**The metal 3 layer**

Drawn at 3 px/µm. Cells faint in the background.
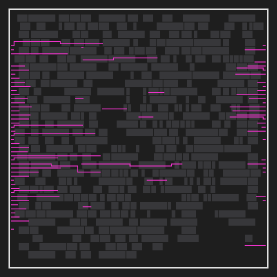
**Sizing map**

Drawn at 4 px/µm.
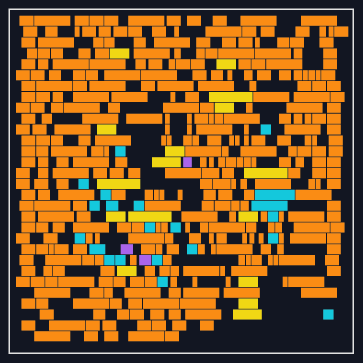
**Cell placement**

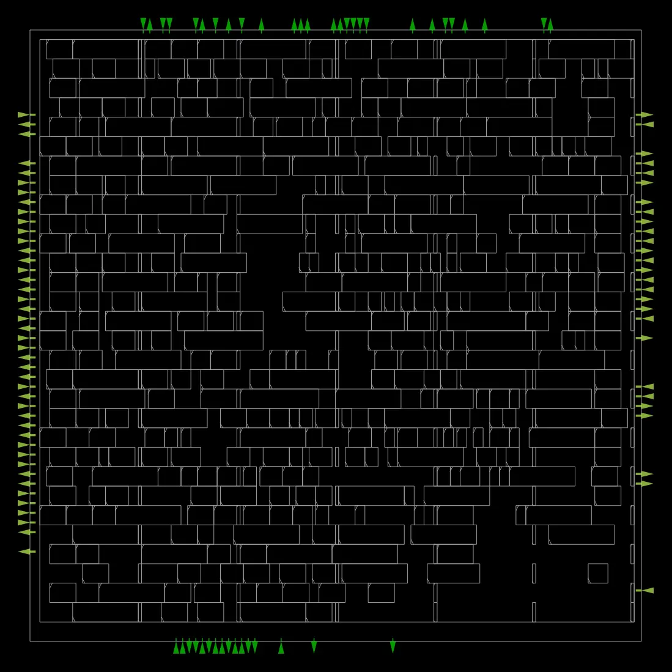
**Sequential cells colored by netlist name**

Drawn at 4 px/µm. Other sequential cells in the stronger gray, the rest of the logic in the fainter gray.
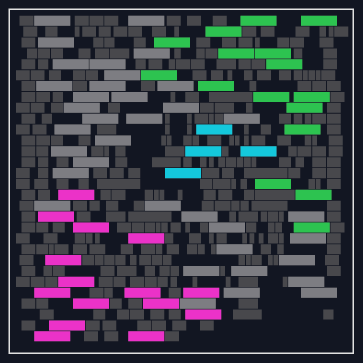
**Placement by cell class**

Drawn at 6 px/µm.
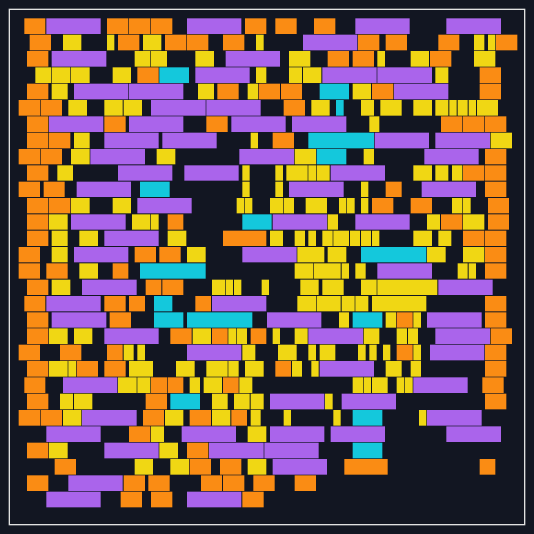
--- src/rtl/lsu_pkg.sv ---
// Shared definitions for the multicycle load/store unit: FSM state codes, fault codes,
// default memory map and the byte-enable helper.
package lsu_pkg;

    typedef logic [1:0] lsu_state_t;

    localparam lsu_state_t IDLE  = 2'd0;
    localparam lsu_state_t REQ   = 2'd1;
    localparam lsu_state_t DONE  = 2'd2;
    localparam lsu_state_t FAULT = 2'd3;

    typedef logic [1:0] lsu_fault_t;

    localparam lsu_fault_t FC_NONE     = 2'b00;
    localparam lsu_fault_t FC_WPROT    = 2'b01;
    localparam lsu_fault_t FC_MISALIGN = 2'b10;
    localparam lsu_fault_t FC_TIMEOUT  = 2'b11;

    localparam logic [15:0] MAP_INSTRUCTION_MEM   = 16'h0000;
    localparam logic [15:0] MAP_INTERRUPT_CONTROL = 16'h5FFF;
    localparam logic [15:0] MAP_DATA_STACK        = 16'h6FFE;
    localparam logic [15:0] MAP_IO_MEM            = 16'hCFFD;

    localparam int unsigned LSU_TIMEOUT_DEFAULT = 32'd15;

    // Little-endian lane enables: [1] is the upper lane.
    function automatic logic [1:0] lane_enables(input logic byte_mode, input logic addr_lsb);
        logic [1:0] be;
        if (byte_mode) begin
            be = {addr_lsb, ~addr_lsb};
        end else begin
            be = 2'b11;
        end
        return be;
    endfunction

endpackage

--- src/rtl/lsu_byte_lane.sv ---
// Combinational lane steering: store-data replication and byte enables on the way out,
// lane selection plus sign/zero extension on the way back in.
module lsu_byte_lane
    import lsu_pkg::*;
#(
    parameter int unsigned WIDTH = 16
) (
    input  logic             i_st_byte,
    input  logic             i_st_addr_lsb,
    input  logic [WIDTH-1:0] i_st_wdata,
    input  logic             i_ld_byte,
    input  logic             i_ld_sext,
    input  logic             i_ld_addr_lsb,
    input  logic [WIDTH-1:0] i_ld_rdata,
    output logic [WIDTH-1:0] o_st_data,
    output logic [1:0]       o_st_be,
    output logic [WIDTH-1:0] o_ld_data
);
    localparam int unsigned HALF = WIDTH / 32'd2;

    logic [HALF-1:0] w_lane;
    logic            w_fill;

    assign w_lane = i_ld_addr_lsb ? i_ld_rdata[WIDTH-1:HALF] : i_ld_rdata[HALF-1:0];
    assign w_fill = i_ld_sext & w_lane[HALF-1];

    // Load extraction and store replication.
    always_comb begin
        o_st_be = lane_enables(i_st_byte, i_st_addr_lsb);
        if (i_st_byte) begin
            o_st_data = {2{i_st_wdata[HALF-1:0]}};
        end else begin
            o_st_data = i_st_wdata;
        end
        if (i_ld_byte) begin
            o_ld_data = {{HALF{w_fill}}, w_lane};
        end else begin
            o_ld_data = i_ld_rdata;
        end
    end

endmodule

--- src/rtl/lsu_multicycle.sv ---
// Multicycle load/store unit: one command at a time over a request/ready memory port,
// with misalignment, write-protect and timeout faults and I/O-region flagging.
module lsu_multicycle
    import lsu_pkg::*;
#(
    parameter int unsigned      WIDTH             = 32'd16,
    parameter logic [WIDTH-1:0] INSTRUCTION_MEM   = WIDTH'(MAP_INSTRUCTION_MEM),
    parameter logic [WIDTH-1:0] INTERRUPT_CONTROL = WIDTH'(MAP_INTERRUPT_CONTROL),
    parameter logic [WIDTH-1:0] DATA_STACK        = WIDTH'(MAP_DATA_STACK),
    parameter logic [WIDTH-1:0] IO_MEM            = WIDTH'(MAP_IO_MEM),
    parameter int unsigned      TIMEOUT           = LSU_TIMEOUT_DEFAULT
) (
    input  logic             clk,
    input  logic             reset,
    input  logic             start,
    input  logic             is_store,
    input  logic             byte_mode,
    input  logic             sign_ext,
    input  logic [WIDTH-1:0] addr,
    input  logic [WIDTH-1:0] wdata,
    output logic             busy,
    output logic             done,
    output logic             fault,
    output logic [1:0]       fault_code,
    output logic             io_access,
    output logic [WIDTH-1:0] rdata,
    output logic             mem_req,
    output logic             mem_we,
    output logic [WIDTH-1:0] mem_addr,
    output logic [WIDTH-1:0] mem_wdata,
    output logic [1:0]       mem_be,
    input  logic             mem_ready,
    input  logic [WIDTH-1:0] mem_rdata
);
    localparam int unsigned CW = $clog2(TIMEOUT + 32'd1);

    if ((WIDTH < 32'd16) || ((WIDTH % 32'd2) != 32'd0) || (TIMEOUT < 32'd1) || (TIMEOUT > 32'd255) ||
        (INTERRUPT_CONTROL < INSTRUCTION_MEM) || (DATA_STACK < INTERRUPT_CONTROL) ||
        (IO_MEM < DATA_STACK)) begin : g_bad_params
        $error("lsu_multicycle: illegal parameter set");
    end

    lsu_state_t     r_state, w_state_nxt;
    logic           r_pend, w_pend_nxt;
    lsu_fault_t     r_code, w_code_nxt;
    logic [CW-1:0]  r_cnt, w_cnt_inc;
    logic           r_is_store, r_byte, r_sext, r_addr_lsb, r_io;
    logic           w_accept, w_misalign, w_wprot, w_io, w_timeout, w_done_nxt;
    logic [WIDTH-1:0] w_st_data, w_ld_data;
    logic [1:0]     w_st_be;

    assign w_accept   = (r_state == IDLE) & start;
    assign w_misalign = ~byte_mode & addr[0];
    assign w_wprot    = is_store & (addr < INTERRUPT_CONTROL);
    assign w_io       = (addr >= IO_MEM);
    assign w_cnt_inc  = r_cnt + CW'(32'd1);
    assign w_timeout  = (w_cnt_inc == CW'(TIMEOUT));
    // An IDLE-detected fault spends one pending cycle in FAULT so its done lands at cycle 2.
    assign w_done_nxt = (w_state_nxt == DONE) | ((w_state_nxt == FAULT) & ~w_pend_nxt);

    lsu_byte_lane #(.WIDTH(WIDTH)) u_lane (
        .i_st_byte     (byte_mode),
        .i_st_addr_lsb (addr[0]),
        .i_st_wdata    (wdata),
        .i_ld_byte     (r_byte),
        .i_ld_sext     (r_sext),
        .i_ld_addr_lsb (r_addr_lsb),
        .i_ld_rdata    (mem_rdata),
        .o_st_data     (w_st_data),
        .o_st_be       (w_st_be),
        .o_ld_data     (w_ld_data)
    );

    // Next-state, pending flag and fault-code selection.
    always_comb begin
        w_state_nxt = r_state;
        w_pend_nxt  = 1'b0;
        w_code_nxt  = r_code;
        case (r_state)
            IDLE: begin
                if (start) begin
                    if (w_misalign) begin
                        w_state_nxt = FAULT;
                        w_pend_nxt  = 1'b1;
                        w_code_nxt  = FC_MISALIGN;
                    end else if (w_wprot) begin
                        w_state_nxt = FAULT;
                        w_pend_nxt  = 1'b1;
                        w_code_nxt  = FC_WPROT;
                    end else begin
                        w_state_nxt = REQ;
                        w_code_nxt  = FC_NONE;
                    end
                end else begin
                    w_state_nxt = IDLE;
                end
            end
            REQ: begin
                if (mem_ready) begin
                    w_state_nxt = DONE;
                end else if (w_timeout) begin
                    w_state_nxt = FAULT;
                    w_code_nxt  = FC_TIMEOUT;
                end else begin
                    w_state_nxt = REQ;
                end
            end
            DONE: begin
                w_state_nxt = IDLE;
            end
            FAULT: begin
                if (r_pend) begin
                    w_state_nxt = FAULT;
                end else begin
                    w_state_nxt = IDLE;
                end
            end
            default: begin
                w_state_nxt = IDLE;
            end
        endcase
    end

    // FSM state, fault code and wait counter.
    always_ff @(posedge clk or negedge reset) begin
        if (!reset) begin
            r_state <= IDLE;
            r_pend  <= 1'b0;
            r_code  <= FC_NONE;
            r_cnt   <= {CW{1'b0}};
        end else begin
            r_state <= w_state_nxt;
            r_pend  <= w_pend_nxt;
            r_code  <= w_code_nxt;
            if (w_accept) begin
                r_cnt <= {CW{1'b0}};
            end else if ((r_state == REQ) && (w_state_nxt == REQ)) begin
                r_cnt <= w_cnt_inc;
            end else begin
                r_cnt <= r_cnt;
            end
        end
    end

    // Command latch, taken only when a command is accepted in IDLE.
    always_ff @(posedge clk or negedge reset) begin
        if (!reset) begin
            r_is_store <= 1'b0;
            r_byte     <= 1'b0;
            r_sext     <= 1'b0;
            r_addr_lsb <= 1'b0;
            r_io       <= 1'b0;
        end else if (w_accept) begin
            r_is_store <= is_store;
            r_byte     <= byte_mode;
            r_sext     <= sign_ext;
            r_addr_lsb <= addr[0];
            r_io       <= w_io;
        end
    end

    // Status outputs.
    always_ff @(posedge clk or negedge reset) begin
        if (!reset) begin
            busy       <= 1'b0;
            done       <= 1'b0;
            fault      <= 1'b0;
            fault_code <= FC_NONE;
            io_access  <= 1'b0;
        end else begin
            busy       <= (w_state_nxt != IDLE);
            done       <= w_done_nxt;
            fault      <= w_done_nxt & (w_state_nxt == FAULT);
            fault_code <= (w_done_nxt & (w_state_nxt == FAULT)) ? w_code_nxt : FC_NONE;
            io_access  <= w_done_nxt & r_io;
        end
    end

    // Memory request bus, loaded on entry to REQ and held stable through it.
    always_ff @(posedge clk or negedge reset) begin
        if (!reset) begin
            mem_req   <= 1'b0;
            mem_we    <= 1'b0;
            mem_addr  <= {WIDTH{1'b0}};
            mem_wdata <= {WIDTH{1'b0}};
            mem_be    <= 2'b00;
        end else if (w_accept && (w_state_nxt == REQ)) begin
            mem_req   <= 1'b1;
            mem_we    <= is_store;
            mem_addr  <= {addr[WIDTH-1:1], 1'b0};
            mem_wdata <= w_st_data;
            mem_be    <= w_st_be;
        end else if (w_state_nxt != REQ) begin
            mem_req   <= 1'b0;
            mem_we    <= 1'b0;
            mem_addr  <= {WIDTH{1'b0}};
            mem_wdata <= {WIDTH{1'b0}};
            mem_be    <= 2'b00;
        end
    end

    // Load result, held until the next load completes.
    always_ff @(posedge clk or negedge reset) begin
        if (!reset) begin
            rdata <= {WIDTH{1'b0}};
        end else if ((r_state == REQ) && mem_ready && !r_is_store) begin
            rdata <= w_ld_data;
        end
    end

endmodule

--- config.mk ---
export PLATFORM = sky130hd
export DESIGN_NAME = lsu_multicycle
export DESIGN_NICKNAME = d
export VERILOG_FILES = /design/src/rtl/lsu_pkg.sv /design/src/rtl/lsu_byte_lane.sv /design/src/rtl/lsu_multicycle.sv
export SDC_FILE = /design/constraint.sdc
export NUM_CORES = 1
export LEC_CHECK = 0
export CAP_MARGIN = 20
export CORE_UTILIZATION = 44
export CTS_CLUSTER_DIAMETER = 200
export DETAILED_ROUTE_END_ITERATION = 6
export GPL_ROUTABILITY_DRIVEN = 0
export PLACE_DENSITY_LB_ADDON = 0.2
export SLEW_MARGIN = 20
export SYNTH_ARGS = -nofsm -noshare
export SYNTH_HDL_FRONTEND = slang
export SYNTH_SLANG_ARGS = --single-unit
--- constraint.sdc ---
create_clock -name clk -period 2.25 [get_ports clk]
set_input_delay 0.45 -clock clk [delete_from_list [all_inputs] [get_ports clk]]
set_output_delay 0.45 -clock clk [all_outputs]
set_load 0.01 [all_outputs]
==> impl_metrics.yaml <==
# physical design summary
worst_setup_path:
  criticalPathCategory: "in2reg"
  reg2reg_setup_slack_ps: 280
  r2r-start: "r_cnt[0]"
  worstPathRequired_ps: 2510
  reg2reg_depth: 7
  crit_slowest_cell: "or4_4"
  crit_path_start: "addr[5]"
  crit_path_max_fanout: 10
  path_cells: "clkdlybuf4s50_1 -> nand4_1 -> or4_4 -> a211o_1 -> o2bb2ai_1"
  cp_slowest_stage_delay_ps: 560
  critPathArrivalTime_ps: 2300
  cp.depth: 5
  worst-path-buf-inv: 1
  cp-endpoint: "mem_wdata[12]"
  crit-reg2reg-capture: "mem_addr[6]"
  path_delay_family: "simple AND/OR/NAND/NOR gates"
  cp-end-kind: "flop"
  startpoint_type: "input port"
final_timing:
  final.setup.tns_ps: 0
  rsz0062_at_grt: "no"
  period_needed_ps: 2040
  relSlewSlack_pct: 61.5
  finalSetupViolations: 0
  finalCritPeriodShare_pct: 90.7
  tightest_slew_ps: 575
  fmax_ghz: 0.490
  drv_slew: 0
  finalClockSkew_ps: 8.45
  layout_setup_ws_ps: 209
  whs_ps: 54.4
  final_hold_viol_count: 0
clock_network:
  cts_hold_buffers: 0
  clk_pin_slew_ps: 80
  cts-resized-gates: 0
  numCtsBuffers: 9
  post_cts_buffers: 0
  clkLatencyLatePin_ps: 340
  clockBufferDepth: 2
  clock_sinks: 71
  cts_root_buffer: "clkbuf_8"
  htree_levels: 3
  cts_tree: "yes"
drt:
  drt.antenna.violating_nets: 0
  firstDrtPassIters: 4
  routed-wl-met3_um: 570
  top_layer: "met4"
  met2WireLength_mm: 3.44
  viasPerCell: 5.25
  drt_iter0_drc: 90
  wl_met1_mm: 3.43
  wl_mm: 7.52
  drc: 0
  vias: 2580
  routedWlPerCell_um: 15.3
finish:
  area_growth_syn_to_layout_pct: 51.5
  final_cell_mix: "110 x clkdlybuf4s50_1, 71 x dfrtp_1, 23 x a22o_1"
  antennaDiodeCount: 0
  final_nets: 447
  drive_gt1_share_pct: 10.1
  logic_area_um2: 1210
  mostFrequentLayoutCell: "clkdlybuf4s50_1"
logic_synthesis:
  yosysWarningCount: 0
  ff_type: "dfrtp_1"
  ys_area_um2: 3080
  ys_ff: 71
  ys_sh_simple_pct: 12.2
  ys_sh_adder_pct: 0.813
  syn_area_um2: 3080
  synth_cell_types: 48
  ys_cells: 266
  synth-compound-area-share_pct: 22.0
  netlist_instances: 266
  topCombFamilyByArea: "AND-OR/OR-AND gates"
  edf_count: 0
  syn-num-nets: 323
  synth_seq_share_pct: 57.7
  muxShareOfSynthArea_pct: 3.25
  ys_async_sr_fraction_pct: 100
  syn_avg_cell_area_um2: 11.6
  ys_sh_xor_pct: 0.284
global_route:
  grt_pass1_wl_mm: 12.4
  grt_overflow: 0
  grt_pass1_vias: 2658
  grtUsageTotal_pct: 21.8
  grt_max_degree: 38
  antenna_found_initial: 0
min_path:
  hp-class: "in2async"
floorplan:
  initCoreUtil_pct: 45.3
  die_y_um: 85.7
  die_w_um: 85.7
  die_area_um2: 7340
  ios: 113
power:
  irDropWorstVdd_uv: 497
  p_leak_uw: 0.00205
  finalPower_uw: 5050
  cellPowerDensity_nw_per_um2: 1080
status:
  outcome: "completed"
placement:
  hpwl_mm: 5.37
  post-place-ws_ps: -176
  placed_cells: 475
  placed_area_um2: 4390
  port_buffers: 111
job:
  warnings: 27
  drv_cap: 0
-- 'the metal 3 layer' (at the start) --
The layer carries 570 µm of wire. The longest straight run is 29.7 µm. The wires run mostly horizontal. 73 nets have wire on it.

-- 'sizing map' (at the start) --
Key: _0 and _1 cells = orange [cells 355]; _6 and larger = yellow [cells 16]; _3 and _4 cells = cyan [cells 21]; _2 cells = purple [cells 3]

-- 'cell placement' (at the start) --
Non-Filler Instances: 491
core area: 6790 µm²
fin util: 68.7%
Fillers: 538

-- 'sequential cells colored by netlist name' (at the start) --
Key: `r_cnt` = cyan [sequential cells 4, where middle]; `mem_addr` = magenta [sequential cells 15]; `rdata` = green [sequential cells 16]
Another 36 sequential cells are not colored.
flop share of the area: 38.1%
P_seq: 1920 µW
Sequential cell area: 1780 µm²

-- 'placement by cell class' (at the start) --
Key: other buffers and delay cells = orange [cells 129]; flops = purple [cells 71]; clock drivers and dummy loads = cyan [cells 16]; combinational and other logic = yellow [cells 179]
design area: 4660 µm²
Cell Rows: 30

[final cells by class]
class / count / area share, %
clock buffers: 11 / 3.03
repair buffers: 129 / 27.2
flip-flops and latches: 71 / 38.1
well taps: 96 / 2.58
clock inverters: 5 / 2.76
inverters: 6 / 0.483
multi-input cells: 173 / 25.9
[synth_stat cells (all sizes together), types with 2 or more instances]
| library cell | instances | area share [%] |
|---|---|---|
| o22a | 8 | 2.3 |
| a21oi | 14 | 2.4 |
| nand4 | 2 | 0.41 |
| clkbuf | 6 | 0.73 |
| mux2i | 10 | 3.3 |
| o2bb2ai | 10 | 2.8 |
| a22oi | 8 | 2.0 |
| a32oi | 2 | 0.57 |
| nor2b | 9 | 1.8 |
| a21boi | 2 | 0.49 |
| nand2 | 20 | 2.4 |
| nor3 | 2 | 0.33 |
| a211oi | 2 | 0.49 |
| nand3 | 5 | 0.81 |
| nor3b | 4 | 0.98 |
| buf | 10 | 2.2 |
| dfrtp | 71 | 58 |
| nand2b | 3 | 0.61 |
| nor2 | 19 | 2.4 |
| o41ai | 2 | 1.2 |
| o21ai | 8 | 1.3 |
| inv | 6 | 0.73 |
| ha | 2 | 0.81 |
| a22o | 23 | 6.5 |
[routing by layer]
metal  track usage (%)  up-vias
met1              27.9     1258
met2              34.9       82
li1                  -     1233
met5                 0        -
met3              7.41        7
met4              7.27        0
[flip-flops by register name, indices dropped and copies added (netlist names), 2 cells and up]
signal / cells
r_cnt: 4
mem_addr: 15
fault_code: 2
r_state: 2
r_code: 2
mem_be: 2
mem_wdata: 16
rdata: 16
[where the power goes]
group / internal, µW / switching, µW
sequential: 1650 / 270
combinational: 979 / 798
clock: 881 / 473
Power is estimated from default activity; no workload was simulated.
